===== src/rtl/reg_led_viewer.sv =====
// Register viewer: debounced active-low keys select a debug register and step through its LED_W-wide slices.
// Optional LED_AUTOSCAN_EN macro adds a timer that cycles the selection while scan_en is high.
module reg_led_viewer #(
    parameter int NUM_REGS        = 4,
    parameter int REG_W           = 8,
    parameter int LED_W           = 4,
    parameter int DEBOUNCE_CYCLES = 16,
    parameter int SCAN_PERIOD     = 50000000,
    localparam int NSLICE = REG_W / LED_W,
    localparam int SW     = (NUM_REGS > 1) ? $clog2(NUM_REGS) : 1,
    localparam int NW     = (NSLICE > 1) ? $clog2(NSLICE) : 1
) (
    input  logic                      clk,
    input  logic                      rst_n,
    input  logic [NUM_REGS-1:0]       key_in,
    input  logic [NUM_REGS*REG_W-1:0] regs,
    input  logic                      scan_en,
    output logic [LED_W-1:0]          led_out,
    output logic [SW-1:0]             sel_out,
    output logic [NW-1:0]             nib_out
);

    localparam int CW = $clog2(DEBOUNCE_CYCLES);

    logic [NUM_REGS-1:0] sync1;
    logic [NUM_REGS-1:0] sync2;
    logic [NUM_REGS-1:0] level;
    logic [NUM_REGS-1:0] armed;
    logic [NUM_REGS-1:0] press;
    logic [CW-1:0]       cnt [NUM_REGS];
    logic [1:0]          ready;

    // A key is armed only after it has been seen released once the synchroniser
    // has refilled, so a key held through reset cannot fire on its own.
    always_ff @(posedge clk) begin
        if (!rst_n) begin
            sync1 <= '1;
            sync2 <= '1;
            level <= '1;
            armed <= '0;
            press <= '0;
            ready <= '0;
            for (int i = 0; i < NUM_REGS; i++) cnt[i] <= '0;
        end else begin
            sync1 <= key_in;
            sync2 <= sync1;
            ready <= {ready[0], 1'b1};
            for (int i = 0; i < NUM_REGS; i++) begin
                press[i] <= 1'b0;
                if (sync2[i] == level[i]) begin
                    cnt[i] <= '0;
                end else if (cnt[i] == CW'(DEBOUNCE_CYCLES - 1)) begin
                    cnt[i]   <= '0;
                    level[i] <= sync2[i];
                    press[i] <= ~sync2[i] & armed[i];
                end else begin
                    cnt[i] <= cnt[i] + 1'b1;
                end
                if (ready[1] && level[i] && sync2[i]) armed[i] <= 1'b1;
            end
        end
    end

    logic          hit;
    logic [SW-1:0] hit_idx;

    always_comb begin
        hit     = 1'b0;
        hit_idx = '0;
        for (int i = 0; i < NUM_REGS; i++) begin
            if (press[i]) begin
                hit     = 1'b1;
                hit_idx = SW'(i);
            end
        end
    end

`ifdef LED_AUTOSCAN_EN
    localparam int TW = (SCAN_PERIOD > 1) ? $clog2(SCAN_PERIOD) : 1;
    logic [TW-1:0] timer;
    logic          wrap;
    assign wrap = scan_en && (timer == TW'(SCAN_PERIOD - 1));
`else
    logic unused_scan;
    assign unused_scan = scan_en | (SCAN_PERIOD < 2);
`endif

    always_ff @(posedge clk) begin
        if (!rst_n) begin
            sel_out <= '0;
            nib_out <= '0;
            led_out <= '0;
`ifdef LED_AUTOSCAN_EN
            timer   <= '0;
`endif
        end else begin
            led_out <= regs[int'(sel_out) * REG_W + int'(nib_out) * LED_W +: LED_W];
            if (hit) begin
                if (hit_idx == sel_out) begin
                    nib_out <= (nib_out == NW'(NSLICE - 1)) ? '0 : nib_out + 1'b1;
                end else begin
                    sel_out <= hit_idx;
                    nib_out <= '0;
                end
`ifdef LED_AUTOSCAN_EN
            end else if (wrap) begin
                sel_out <= (sel_out == SW'(NUM_REGS - 1)) ? '0 : sel_out + 1'b1;
                nib_out <= '0;
`endif
            end
`ifdef LED_AUTOSCAN_EN
            if (hit || !scan_en || wrap) timer <= '0;
            else                         timer <= timer + 1'b1;
`endif
        end
    end

endmodule


===== config.mk =====
export PLATFORM = sky130hd
export DESIGN_NAME = reg_led_viewer
export DESIGN_NICKNAME = d
export VERILOG_FILES = /design/src/rtl/reg_led_viewer.sv
export SDC_FILE = /design/constraint.sdc
export NUM_CORES = 1
export LEC_CHECK = 0
export ABC_AREA = 1
export CAP_MARGIN = 20
export CORE_ASPECT_RATIO = 0.5
export CORE_MARGIN = 4
export CORE_UTILIZATION = 50
export CTS_CLUSTER_DIAMETER = 150
export DETAILED_ROUTE_END_ITERATION = 7
export GPL_TIMING_DRIVEN = 1
export PLACE_DENSITY = 0.79
export SYNTH_ARGS = -nofsm -noshare
export SYNTH_HDL_FRONTEND = slang
export SYNTH_SLANG_ARGS = --single-unit
export TNS_END_PERCENT = 30

===== constraint.sdc =====
create_clock -name clk -period 1.7 [get_ports clk]
set_clock_uncertainty 0.05 [all_clocks]
set_input_delay 0.34 -clock clk [delete_from_list [all_inputs] [get_ports clk]]
set_output_delay 0.34 -clock clk [all_outputs]
set_load 0.02 [all_outputs]

==> impl_table.tex <==
% Table of physical implementation metrics
\begin{tabular}{lr}
\hline
Metric & Value \\
\hline
\multicolumn{2}{l}{\textbf{STA}} \\
Unrepaired setup endpoints after global routing & false \\
Number of pins with negative max-slew slack in the final report & 0 \\
Worst Slack Setup Final & between 0.04 and 0.05 ns \\
Fmax & 606 MHz \\
Number of endpoints with negative hold slack in the final report & 0 \\
Final worst-path cycle share & a little over nine tenths \\
Min Hold Slack & 0.362 ns \\
Min Tclk post-route & 1.65 ns \\
Setup violators final & 0 \\
Final total negative setup slack & 0 ns \\
\multicolumn{2}{l}{\textbf{Setup path}} \\
Delay contributed by the slowest stage of the critical path & 0.63 ns \\
Required time at the endpoint of the critical path & about 1.3 ns \\
Crit path buf inv count & 1 \\
Worst setup path startpoint & sel\_out[1] \\
Cells along the critical path & clkdlybuf4s50\_1 \\
Top fanout value on the critical path & 2 \\
Slowest stage cell on the critical path & sky130\_fd\_sc\_hd\_\_clkdlybuf4s50\_1 \\
Worst setup path class & reg -> out \\
Critical Path Source Type & register \\
\multicolumn{2}{l}{\textbf{Route}} \\
Post-detailed-routing wire length & 4.27 mm \\
Routed length on met3 & roughly 360 um \\
Final routed DRC violation total & 0 \\
First-iteration detailed-routing DRC count & 62 \\
Antenna Nets Post-Route & 0 \\
Routed via count divided by cell count & 4.79 \\
Total via count in the routed design & 1,787 \\
Sum of met2 wire segment lengths after detailed routing & 1.89 mm \\
Sum of routed wire segments on met1 & 1.94 mm \\
Number of iterations in the first detailed-routing pass & 4 \\
Post-detailed-route wirelength per cell & 11.4 um \\
\multicolumn{2}{l}{\textbf{Die}} \\
I/O Pins & 46 \\
Vert. Die Dim & 53.4 um \\
Chip Width & around 100 um \\
Core Box Area & about 4000 um\^{}2 \\
Site Rows & 16 \\
Core Density at Floorplan & 52.5\% \\
\multicolumn{2}{l}{\textbf{Pwr}} \\
Highest ir drop seen on vdd & 0.000561 V \\
Total power per unit cell area & a little over 800 nW/um\^{}2 \\
Overall power after layout & between 2000 and 2500 uW \\
\multicolumn{2}{l}{\textbf{Synth}} \\
Adder and majority cell fraction of the synthesized area & 2.43\% \\
Main logic family after synthesis & simple AND/OR/NAND/NOR gates \\
Average size of a mapped cell & 8.14 um\^{}2 \\
Ys Warns & 0 \\
Sequential share of the synthesized area & 51.6\% \\
Cell taking the most area after synthesis & sky130\_fd\_sc\_hd\_\_dfxtp\_1 \\
Area fraction in and, or, nand and nor cells after synthesis & 28.0\% \\
Area fraction of the dominant cell type after synthesis & 28.2\% \\
Yosys chip area & 2060 um\^{}2 \\
Number of storage elements in the synthesis netlist & 45 \\
Multiplexer fraction of the synthesized cell area & 0.486\% \\
Post-synth design cell area & 2060 um\^{}2 \\
Area share of xor/xnor cells in the synthesized design & under 10\% \\
Cell variety after synth & 24 \\
\multicolumn{2}{l}{\textbf{Global routing}} \\
Total overflow reported by the global router & 0 \\
Maximum number of pins on one net before global-route repair & 19 \\
Met2 capacity usage during global routing & between 20\% and 30\% \\
GR Util All Layers & 17.1\% \\
Global-route wire length before repair & 7.13 mm \\
Via count of the first global-routing pass & 1,662 \\
Number of antenna violations at the first check in global routing & 0 \\
\multicolumn{2}{l}{\textbf{Worst hold path}} \\
Hold wc startpoint & sync1[1] \\
\multicolumn{2}{l}{\textbf{Flow run}} \\
Log Warnings & 27 \\
\multicolumn{2}{l}{\textbf{Placed design}} \\
Post-detailed-placement half-perimeter wirelength & around 3.1 mm \\
Placement-stage cell area & 2610 um\^{}2 \\
Port-buffer cells & approximately 44 \\
Worst-case setup slack after placement & roughly 0.12 ns \\
Final estimated routing congestion in global placement & 0.811 \\
\multicolumn{2}{l}{\textbf{Clocking}} \\
CTS root buffer & sky130\_fd\_sc\_hd\_\_clkbuf\_8 \\
\# H-tree levels & 2 \\
CTS clk-pin slew, worst paths & around 0.080 ns \\
Post-CTS resize count & 0 \\
TritonCTS Buffers & 5 \\
Max Buffers Root-to-Sink & 2 \\
TritonCTS clock tree & yes \\
\multicolumn{2}{l}{\textbf{Final layout}} \\
Area of the multi-input gates & 898 um\^{}2 \\
Proportion of layout cells with a drive suffix above 1 & 5.64\% \\
Flip-flop count of the largest register, all copies and words added & 16 \\
Post-synthesis to final-layout area growth & 32.5\% \\
Number of nets in the layout & between 300 and 400 \\
Flip-flop and latch area & 1060 um\^{}2 \\
Design area & between 2000 and 3000 um\^{}2 \\
Largest register by flop count & cnt \\
Number of cells in the finished layout apart from fillers & $\sim$370 \\
\multicolumn{2}{l}{\textbf{Outcome}} \\
Outcome & complete, no violations \\
\hline
\end{tabular}
[path summary, 6_finish.rpt]
path                                   end  slack, ns  cells past startpoint
worst max-delay path            sel_out[1]       0.05                      1
worst min-delay path              sync2[1]       0.36                      1
worst max register to register   cnt[0][3]       0.32                      4
worst min register to register    sync2[1]       0.36                      1
[where the power goes]
group | switching [uW] | total (uW) | leakage, uW | internal, uW
combinational | 81.1 | 207 | 0.000766 | 126
clock | 337 | 816 | 0.0000585 | 479
sequential | 24.8 | 1180 | 0.000403 | 1150
[Yosys cell counts]
master / n
sky130_fd_sc_hd__and3_1: 1
sky130_fd_sc_hd__edfxtp_1: 16
sky130_fd_sc_hd__o211a_1: 1
sky130_fd_sc_hd__o211ai_1: 3
sky130_fd_sc_hd__conb_1: 1
sky130_fd_sc_hd__nand2_1: 73
sky130_fd_sc_hd__xor2_1: 4
sky130_fd_sc_hd__ha_1: 4
sky130_fd_sc_hd__xnor2_1: 5
sky130_fd_sc_hd__inv_6: 1
sky130_fd_sc_hd__nor2_1: 28
sky130_fd_sc_hd__o21ai_0: 4
sky130_fd_sc_hd__nor3_1: 3
sky130_fd_sc_hd__inv_1: 25
sky130_fd_sc_hd__or2_1: 4
sky130_fd_sc_hd__buf_6: 3
sky130_fd_sc_hd__or2_2: 4
sky130_fd_sc_hd__buf_2: 3
sky130_fd_sc_hd__dfxtp_1: 29
sky130_fd_sc_hd__a21oi_1: 14
sky130_fd_sc_hd__nand3_1: 24
sky130_fd_sc_hd__inv_2: 1
sky130_fd_sc_hd__mux2i_1: 1
sky130_fd_sc_hd__nand4_1: 1
[cell type report]
cell class / count / area share, %
clock buffer: 7 / 3.17
clock inverter: 1 / 1.10
inverter: 27 / 3.90
multi-input combinational: 190 / 32.9
sequential: 45 / 38.9
tap: 54 / 2.48
timing repair buffer: 49 / 17.5
==> images/congestion_map.png <==
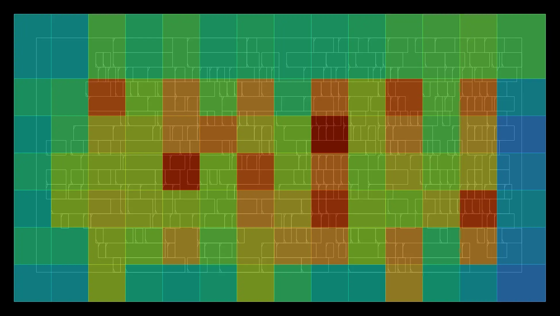
met3 Use GR: 5.26%
Most Used Layer, Global Route: met2
global-route track usage on met1: 20.8%

==> images/layers.png <==
Bar = 20 um.
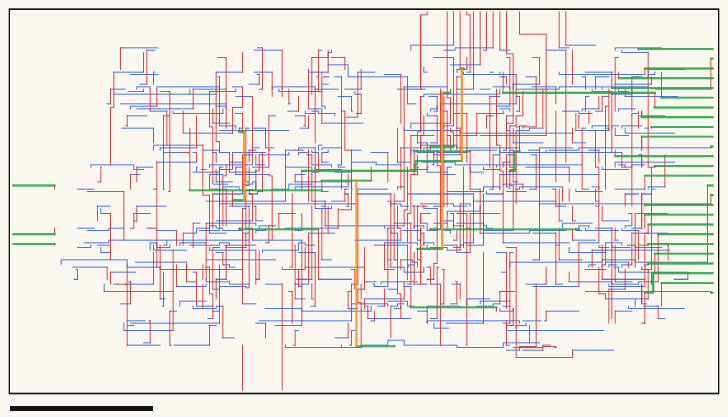
[M2] red | wire length: 1,890 um
[M4] orange | wire length: 67.3 um
[M1] blue | wire length: 1,940 um
[M3] green | wire length: 362 um

==> images/gates.png <==
Bar = 20 um.
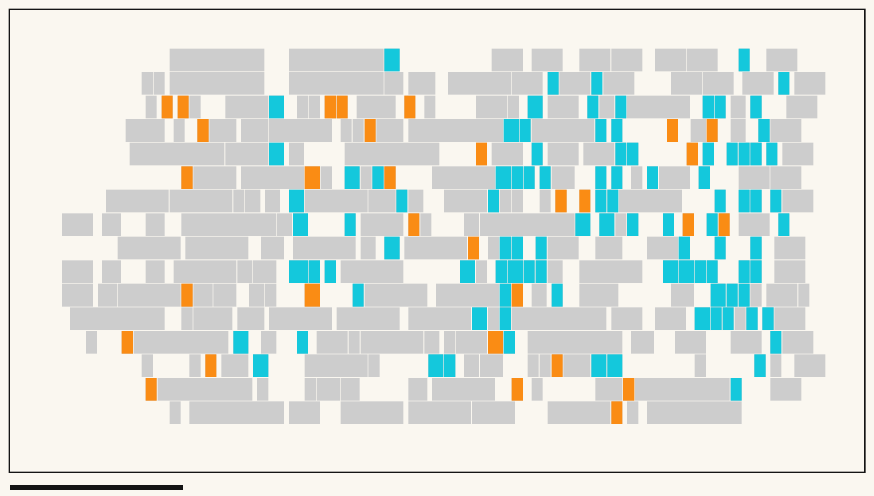
[nor cells] orange | cells: 31
[nand cells] cyan | cells: 98

==> images/clock_wires.png <==
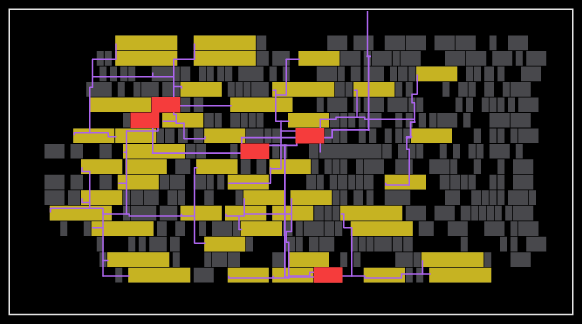
[flip-flops] yellow | count: 45
[clock-net drivers] red | count: 5
[clock wires] purple | length: 488 um
routed clock nets: 6
proportion of power drawn by the clock network: 37.1%
insertion delay at the late pin of the worst-skew pair: 0.29 ns

==> images/util_map.png <==
The die is cut into 10 by 5 equal tiles; dark blue is low, red is high, 0 to 100% covered.
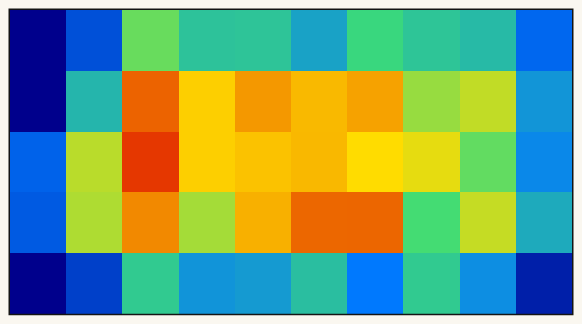
densest ninth of the die: center
tiles over 75% full: 28%
nearly empty tiles: 6.0%
fullest tile: 94%

Power figures rest on the tool's default switching activity, not on a simulated workload.
